==> run_1/cell_classes.png <==
Scale: 2 px per um.
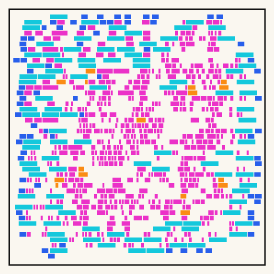
==> run_1/metal_stack.png <==
Scale: 2 px per um.
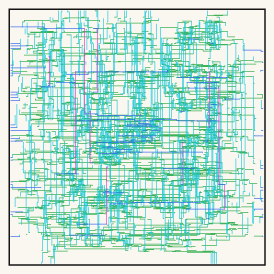
==> run_1/pins.png <==
Scale: 3 px per um. Pins as bars across the die edge, other pins in grey.
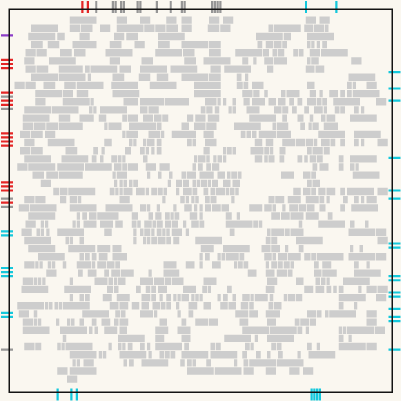
==> run_1/final_clocks.png <==
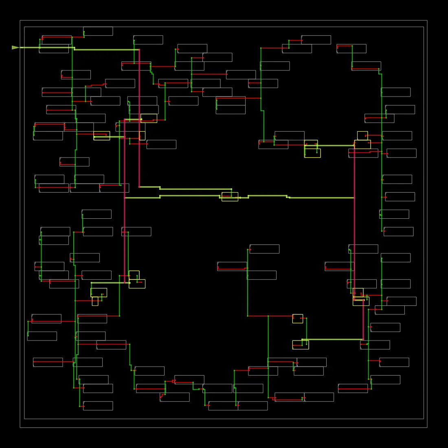
**src/rtl/mul16_seq.sv**
```systemverilog
// mul16_seq: sequential shift-and-add unsigned multiplier.
// One partial product per clock (WIDTH clocks per multiply), a one-cycle
// DONE state with a done pulse, and a product register that only changes
// on completion or reset.

// and16: bitwise AND gate cell used to form each partial product.
module and16 #(
   parameter int WIDTH = 16
) (
   input  logic [WIDTH-1:0] x,
   input  logic [WIDTH-1:0] y,
   output logic [WIDTH-1:0] z
);

   assign z = x & y;

endmodule

module mul16_seq #(
   parameter int WIDTH = 16
) (
   input  logic                 clk,
   input  logic                 reset,
   input  logic                 start,
   input  logic [WIDTH-1:0]     a,
   input  logic [WIDTH-1:0]     b,
   output logic                 busy,
   output logic                 done,
   output logic [2*WIDTH-1:0]   product
);

   localparam int              CW   = $clog2(WIDTH);
   localparam logic [CW-1:0]   LAST = CW'(WIDTH - 1);

   typedef enum logic [1:0] {
      IDLE = 2'd0,
      RUN  = 2'd1,
      DONE = 2'd2
   } state_t;

   state_t               state;
   logic [WIDTH-1:0]     mcand_r;
   logic [WIDTH-1:0]     mplier_r;
   logic [CW-1:0]        count;
   logic [2*WIDTH-1:0]   acc;
   logic [WIDTH-1:0]     pp;
   logic [2*WIDTH-1:0]   addend;
   logic [2*WIDTH-1:0]   acc_next;

   // Partial product: multiplicand gated by the current multiplier bit.
   and16 #(.WIDTH(WIDTH)) u_and (
      .x (mcand_r),
      .y ({WIDTH{mplier_r[count]}}),
      .z (pp)
   );

   // The 2*WIDTH-bit accumulator cannot overflow: (2^W-1)^2 < 2^(2W).
   assign addend   = {{WIDTH{1'b0}}, pp} << count;
   assign acc_next = acc + addend;

   // Control FSM and datapath registers; outputs are registered.
   always_ff @(posedge clk or posedge reset) begin
      if (reset) begin
         state    <= IDLE;
         busy     <= 1'b0;
         done     <= 1'b0;
         product  <= '0;
         acc      <= '0;
         count    <= '0;
         mcand_r  <= '0;
         mplier_r <= '0;
      end else if (state == RUN) begin
         // NOTE: non-blocking assignments let every register here sample the
         // pre-edge values of acc/count, so acc_next and the LAST test agree.
         acc   <= acc_next;
         count <= count + CW'(1);
         if (count == LAST) begin
            product <= acc_next;
            state   <= DONE;
            busy    <= 1'b0;
            done    <= 1'b1;
         end
      end else begin
         // IDLE and DONE behave alike: accept start, otherwise rest in IDLE.
         done <= 1'b0;
         busy <= start;
         if (start) begin
            mcand_r  <= a;
            mplier_r <= b;
            acc      <= '0;
            count    <= '0;
            state    <= RUN;
         end else begin
            state    <= IDLE;
         end
      end
   end

endmodule
```
**config.mk**
```make
export PLATFORM = sky130hd
export DESIGN_NAME = mul16_seq
export DESIGN_NICKNAME = d
export VERILOG_FILES = /design/src/rtl/mul16_seq.sv
export SDC_FILE = /design/constraint.sdc
export NUM_CORES = 1
export LEC_CHECK = 0
export ABC_AREA = 0
export ABC_CLOCK_PERIOD_IN_PS = 5400
export CORE_MARGIN = 1
export CORE_UTILIZATION = 43
export CTS_BUF_LIST = sky130_fd_sc_hd__clkbuf_8
export DETAILED_ROUTE_END_ITERATION = 10
export GPL_TIMING_DRIVEN = 1
export PLACE_DENSITY_LB_ADDON = 0.05
export SETUP_SLACK_MARGIN = 0.2
export SKIP_LAST_GASP = 1
export SYNTH_ARGS = -nofsm -noshare
export SYNTH_HDL_FRONTEND = slang
export SYNTH_SLANG_ARGS = --single-unit
```
**constraint.sdc**
```tcl
create_clock -name clk -period 5.4 [get_ports clk]
set_input_delay 1.08 -clock clk [delete_from_list [all_inputs] [get_ports clk]]
set_output_delay 1.08 -clock clk [all_outputs]
set_load 0.02 [all_outputs]
```
==> run summary, run 1 <==
Flow results.

- The run finished with clean final reports.
- The number of hold violations in the final report is 0.
- The report lists the cells along the critical path as clkinv_1 > nor2_1 > nor2_1 > o21ai_1 > nand2b_1 > o221ai_1 > ha_1 > and4_1 > o2bb2ai_1 > a311oi_1 > o22ai_1 > a211oi_1 > mux2i_1 > o21ai_0.
- In the hold report, the worst path ends at product[17]$_DFFE_PP0P_.
- In the layout the commonest cells are nand2_1 (122), dfrtp_1 (102), clkdlybuf4s50_1 (68), o21ai_0 (64), nor2_1 (58).
- STA classifies the critical path startpoint as a flop.
- The post-detailed-route count of antenna-violating nets is 0.
- In this run the count of I/O pins placed on the die edge is 69.
- Among logic cells in the layout, the one with the most instances is nand2_1.
- On the critical path the largest part of the delay comes from AND-OR/OR-AND gates.
- The netlist uses 68 different library cells.
- The synth_stat.txt file lists the number of cells as 759.
- The final timing summary puts the cycle share of the worst path at 89.9%.
- Per the synth stats, the proportion of register bits with asynchronous set or reset is 100%.
- TritonCTS built the clock tree.
- Leaving out buffers and inverters, the combinational logic in the layout accounts for 0.00392 mm2.
- Per the timing report, the most critical flop-to-flop path finishes at acc[28]$_DFFE_PP0P_.
- The simple-gate share of the synthesized area is 19.0%.
- After Yosys synthesis, AND-OR and OR-AND compound gates account for 18.8% of the synthesized area.
- The floorplan step defined a core boundary enclosing 0.0153 mm2.
- The launch instance of the worst min-delay path is product[17]$_DFFE_PP0P_.
- 597 cells are multi-input combinational gates.
- The post-synth tally of flip-flops with integrated enable is 0.
- Pins over their slew limit in the final report were tallied at 0.
-- cell_classes.png (at the start) --
legend:
  all other logic:
    colour: magenta
    cells: 614
  flops:
    colour: cyan
    cells: 102
  other buffers and delay cells:
    colour: blue
    cells: 74
  clock drivers and dummy loads:
    colour: orange
    cells: 16

-- metal_stack.png (at the start) --
legend:
  met1:
    colour: green
    wire_length: 8090 um
  met3:
    colour: blue
    wire_length: 766 um
  met2:
    colour: cyan
    wire_length: 8190 um
  met4:
    colour: magenta
    wire_length: 304 um

-- pins.png (at the start) --
legend:
  b:
    colour: red
    pins: 16
    direction: input
    edge: 14 left, 2 top
  clk:
    colour: purple
    pins: 1
    direction: input
    edge: left
  product:
    colour: cyan
    pins: 32
    direction: output
    edge: 16 right, 7 left, 7 bottom, 2 top
all pins by edge: 27 left, 19 top, 16 right, 7 bottom

-- final_clocks.png (at the start) --
clock buf count: 9
number of buffers created by CTS: 9

run 1: worst max-delay path by stage:
stage	from	to	slack, ns	cells past startpoint
3_3_place_gp	count[0]$_DFFE_PP0P_	product[28]$_DFFE_PP0P_	0.79	14
4_1_cts	count[0]$_DFFE_PP0P_	product[28]$_DFFE_PP0P_	0.66	14
3_5_place_dp	count[0]$_DFFE_PP0P_	product[28]$_DFFE_PP0P_	0.72	14
2_1_floorplan	count[0]$_DFFE_PP0P_	product[30]$_DFFE_PP0P_	1.49	15
5_1_grt	count[3]$_DFFE_PP0P_	product[28]$_DFFE_PP0P_	0.28	14
6_report	count[3]$_DFFE_PP0P_	acc[28]$_DFFE_PP0P_	0.54	14
run 1: state kept, by name, indices dropped and copies added (netlist names):
register and flops:
acc 32, mcand_r 16, count 4, state 1
done 1, product 32, mplier_r 16
run 1: per-stage QoR:
stage | hold slack [ns] | cell area (um2) | instances
floorplan | 0.456 | 6730 | 759
global placement | 0.461 | 7530 | 1001
detailed placement | 0.461 | 7530 | 1001
CTS | 0.488 | 7710 | 1017
global route | 0.499 | 7710 | 1017
finish | 0.480 | 7710 | 1017
run 1: layer usage:
layer / wire (um) / up-vias / GRT usage (%)
met4: 303 / 0 / 7.21
met5: 0 / - / 0
li1: - / 2824 / -
met1: 8090 / 2737 / 30.1
met2: 8190 / 142 / 37.6
met3: 765 / 23 / 4.40
## Run 2: what changed since run 1
--- a/config.mk
+++ b/config.mk
@@ -10,6 +10,7 @@
 export CORE_MARGIN = 1
 export CORE_UTILIZATION = 43
 export CTS_BUF_LIST = sky130_fd_sc_hd__clkbuf_8
+export CTS_CLUSTER_DIAMETER = 100
 export DETAILED_ROUTE_END_ITERATION = 10
 export GPL_TIMING_DRIVEN = 1
 export PLACE_DENSITY_LB_ADDON = 0.05
==> run_2/density.png <==
Scale: 3 px per um. The die is cut into 13 by 13 equal tiles; black is low, pale yellow is high, 0 to 100% covered.
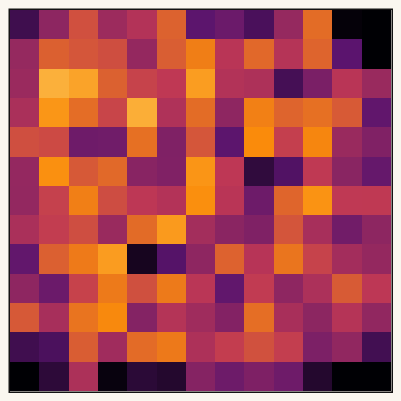
nearly empty tiles: 3.6%
mean over tiles: 46%
fullest tile: 83%
tiles over 75% full: 6.5%

==> run summary, run 2 <==
Flow results.

- The layout report lists the multi-input gate area as 0.00392 mm2.
- The run finished with clean final reports.
- 69 I/O pins were placed.
- The worst setup path is launched from a flop.
- The count of distinct cell types in the synthesized netlist is 68.
- The placeable core region is 0.0153 mm2.
- The total number of multi-input combinational cells is 597.
- Per the post-route antenna check, the number of violating nets is 0.
- The number of hold violations in the final report is 0.
- Dividing the final minimum period by the clock period gives 89.9%.
- The post-detailed-placement cell area is 0.00753 mm2.
- The TritonCTS clock tree is done.
- The synthesized design contains 0 enable-type register cells.
- In the synthesized netlist the async set-or-reset flop fraction comes to 100%.
- The most critical hold endpoint after final layout shows a slack of 0.480 ns.
- The critical path goes through clkinv_1 > nor2_1 > nor2_1 > o21ai_1 > nand2b_1 > o221ai_1 > ha_1 > and4_1 > o2bb2ai_1 > a311oi_1 > o22ai_1 > a211oi_1 > mux2i_1 > o21ai_0.
- The post-route standard cell area excluding fillers is 0.00771 mm2.
- The synthesized netlist was found by Yosys to have 759 cells.
- Per the TritonCTS log, the buffer count is 9.
- The post-route non-filler standard cell count is 1017.
- The registers reported with the highest flop counts are acc (32), product (32).
==> run 2: path summary, 6_finish.rpt <==
path	from	endpoint	slack (ns)	depth (start not counted)
max	count[3]$_DFFE_PP0P_	acc[28]$_DFFE_PP0P_	0.54	14
min	product[17]$_DFFE_PP0P_	product[17]$_DFFE_PP0P_	0.48	2
max reg2reg	count[3]$_DFFE_PP0P_	acc[28]$_DFFE_PP0P_	0.54	14
min reg2reg	product[17]$_DFFE_PP0P_	product[17]$_DFFE_PP0P_	0.48	2
max in group asynchronous	reset	mcand_r[14]$_DFFE_PP0P_	3.19	3
min in group asynchronous	reset	product[7]$_DFFE_PP0P_	1.16	2
==> run 2: per-layer routing <==
metal	wire [um]	share of wire, %	GRT usage (%)	vias to the layer above
li1	-	-	-	2824
met1	8090	47	30.1	2737
met2	8190	47	37.6	142
met3	765	4.4	4.40	23
met4	303	1.7	7.21	0
met5	0	0	0	-
==> run 2: worst reg2reg max path, cell delays in order (launching register included) <==
cell	delay [ns]
dfrtp_1	0.81
clkinv_1	0.44
nor2_1	0.20
nor2_1	0.06
o21ai_1	0.55
nand2b_1	0.19
o221ai_1	0.14
ha_1	0.44
and4_1	0.27
o2bb2ai_1	0.12
a311oi_1	0.47
o22ai_1	0.23
a211oi_1	0.39
mux2i_1	0.28
o21ai_0	0.11
==> run 2: kinds of logic (layout without fill, tap and decap cells) <==
group / after synthesis / count (layout) / synth area share (%)
xor gates and xnor gates: 24 / 24 / 3.12
and+or+nand+nor: 280 / 280 / 19.0
DFF: 102 / 102 / 37.9
adders and majority gates: 33 / 33 / 6.24
muxes: 61 / 61 / 11.1
buffers and inverters: 60 / 107 / 3.85
AOI/OAI and AO/OA: 199 / 199 / 18.8
## Run 3: what changed since run 2
--- a/config.mk
+++ b/config.mk
@@ -6,9 +6,9 @@
 export NUM_CORES = 1
 export LEC_CHECK = 0
 export ABC_AREA = 0
-export ABC_CLOCK_PERIOD_IN_PS = 5400
+export ABC_CLOCK_PERIOD_IN_PS = 5800
 export CORE_MARGIN = 1
-export CORE_UTILIZATION = 43
+export CORE_UTILIZATION = 55
 export CTS_BUF_LIST = sky130_fd_sc_hd__clkbuf_8
 export CTS_CLUSTER_DIAMETER = 100
 export DETAILED_ROUTE_END_ITERATION = 10
==> constraint.sdc (replaced) <==
create_clock -name clk -period 5.8 [get_ports clk]
set_input_delay 1.16 -clock clk [delete_from_list [all_inputs] [get_ports clk]]
set_output_delay 1.16 -clock clk [all_outputs]
set_load 0.02 [all_outputs]
==> run_3/metal_stack.png <==
Scale: 2 px per um.
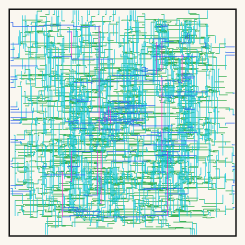
legend:
  met3:
    colour: blue
    wire_length: 1030 um
  met2:
    colour: cyan
    wire_length: 8110 um
  met1:
    colour: green
    wire_length: 7380 um
  met4:
    colour: magenta
    wire_length: 277 um

==> run summary, run 3 <==
Flow results.

- The run finished with clean final reports.
- Counting tap cells, the placed design contains a total of 937 instances.
- The number of I/O pins is 69.
- Traced cell by cell, the critical path runs through clkinv_1 > nor2_1 > nor2_1 > o21ai_1 > nand2b_1 > o221ai_1 > ha_1 > and4_1 > o2bb2ai_1 > a311oi_1 > o22ai_1 > a211oi_1 > mux2i_1 > o22ai_1.
- The main kind of combinational logic by area is simple AND/OR/NAND/NOR gates.
- The cell-mix breakdown from Yosys lists the XOR/XNOR area share as 3.12%.
- The largest registers in the layout are acc (32), product (32).
- The post-synth tally of flip-flops with integrated enable is 0.
- The share of synthesized registers carrying an async set or reset is 100%.
- CTS added clock buffers totalling 9.
- Post-route period utilization is reported as 83.9%.
- TritonCTS built the clock tree.
- The simple-gate share of the synthesized area is 19.0%.
- The number of warnings printed during yosys synthesis is 0.
- The post-route standard cell area excluding fillers is 0.00767 mm2.
- The post-detailed-route count of antenna-violating nets is 0.
- The post-placement cell area is 0.00745 mm2.
- Ranking logic cells in the layout by count gives the top entries nand2_1 (122), dfrtp_1 (102), clkdlybuf4s50_1 (68), o21ai_0 (64), nor2_1 (58).
- The placeable core region is 0.0120 mm2.
- The nature of the critical path startpoint is a flop.
- The multiplexer share of the synthesized area is 11.1%.
- The most numerous logic cell after layout is nand2_1.
- Hold-check failures listed in the final report amount to 0.
[run 3: worst paths after layout]
| kind | startpoint | end | slack (ns) | cells past startpoint |
|---|---|---|---|---|
| worst max-delay path | count[3]$_DFFE_PP0P_ | product[28]$_DFFE_PP0P_ | 0.93 | 14 |
| worst min-delay path | product[21]$_DFFE_PP0P_ | product[21]$_DFFE_PP0P_ | 0.48 | 2 |
| worst max register to register | count[3]$_DFFE_PP0P_ | product[28]$_DFFE_PP0P_ | 0.93 | 14 |
| worst min register to register | product[21]$_DFFE_PP0P_ | product[21]$_DFFE_PP0P_ | 0.48 | 2 |
| max in group asynchronous | reset | mcand_r[0]$_DFFE_PP0P_ | 3.59 | 3 |
| min in group asynchronous | reset | acc[5]$_DFFE_PP0P_ | 1.31 | 2 |
[run 3: cells by family (layout without fill, tap and decap cells)]
group                      after synthesis  after routing
muxes                                   61             61
AOI/OAI and AO/OA                      199            199
adders and majority gates               33             33
DFF                                    102            102
xor gates and xnor gates                24             24
buffers and inverters                   60            106
and+or+nand+nor                        280            280
[run 3: layout make-up]
cell class	instances	area, um2
fill	1044	4290
inverter	17	66.3
tap	147	184
timing repair buffer	74	726
sequential	102	2550
clock buffer	9	124
multi-input combinational	597	3920
clock inverter	6	95.1
[run 3: worst register-to-register path: cells and delay by family (launching register included)]
family                   cells  cell delay [ns]
AND-OR/OR-AND                7             1.97
flip-flops                   1             0.81
AND/OR/NAND/NOR              4             0.70
buffers and inverters        1             0.44
adder cells (fa/ha/maj)      1             0.44
multiplexers                 1             0.38
[run 3: layer usage]
layer | global-route usage, % | share of wire, %
met5 | 0 | 0
met4 | 8.62 | 1.6
met3 | 5.45 | 6.1
met2 | 46.0 | 48
met1 | 36.5 | 44
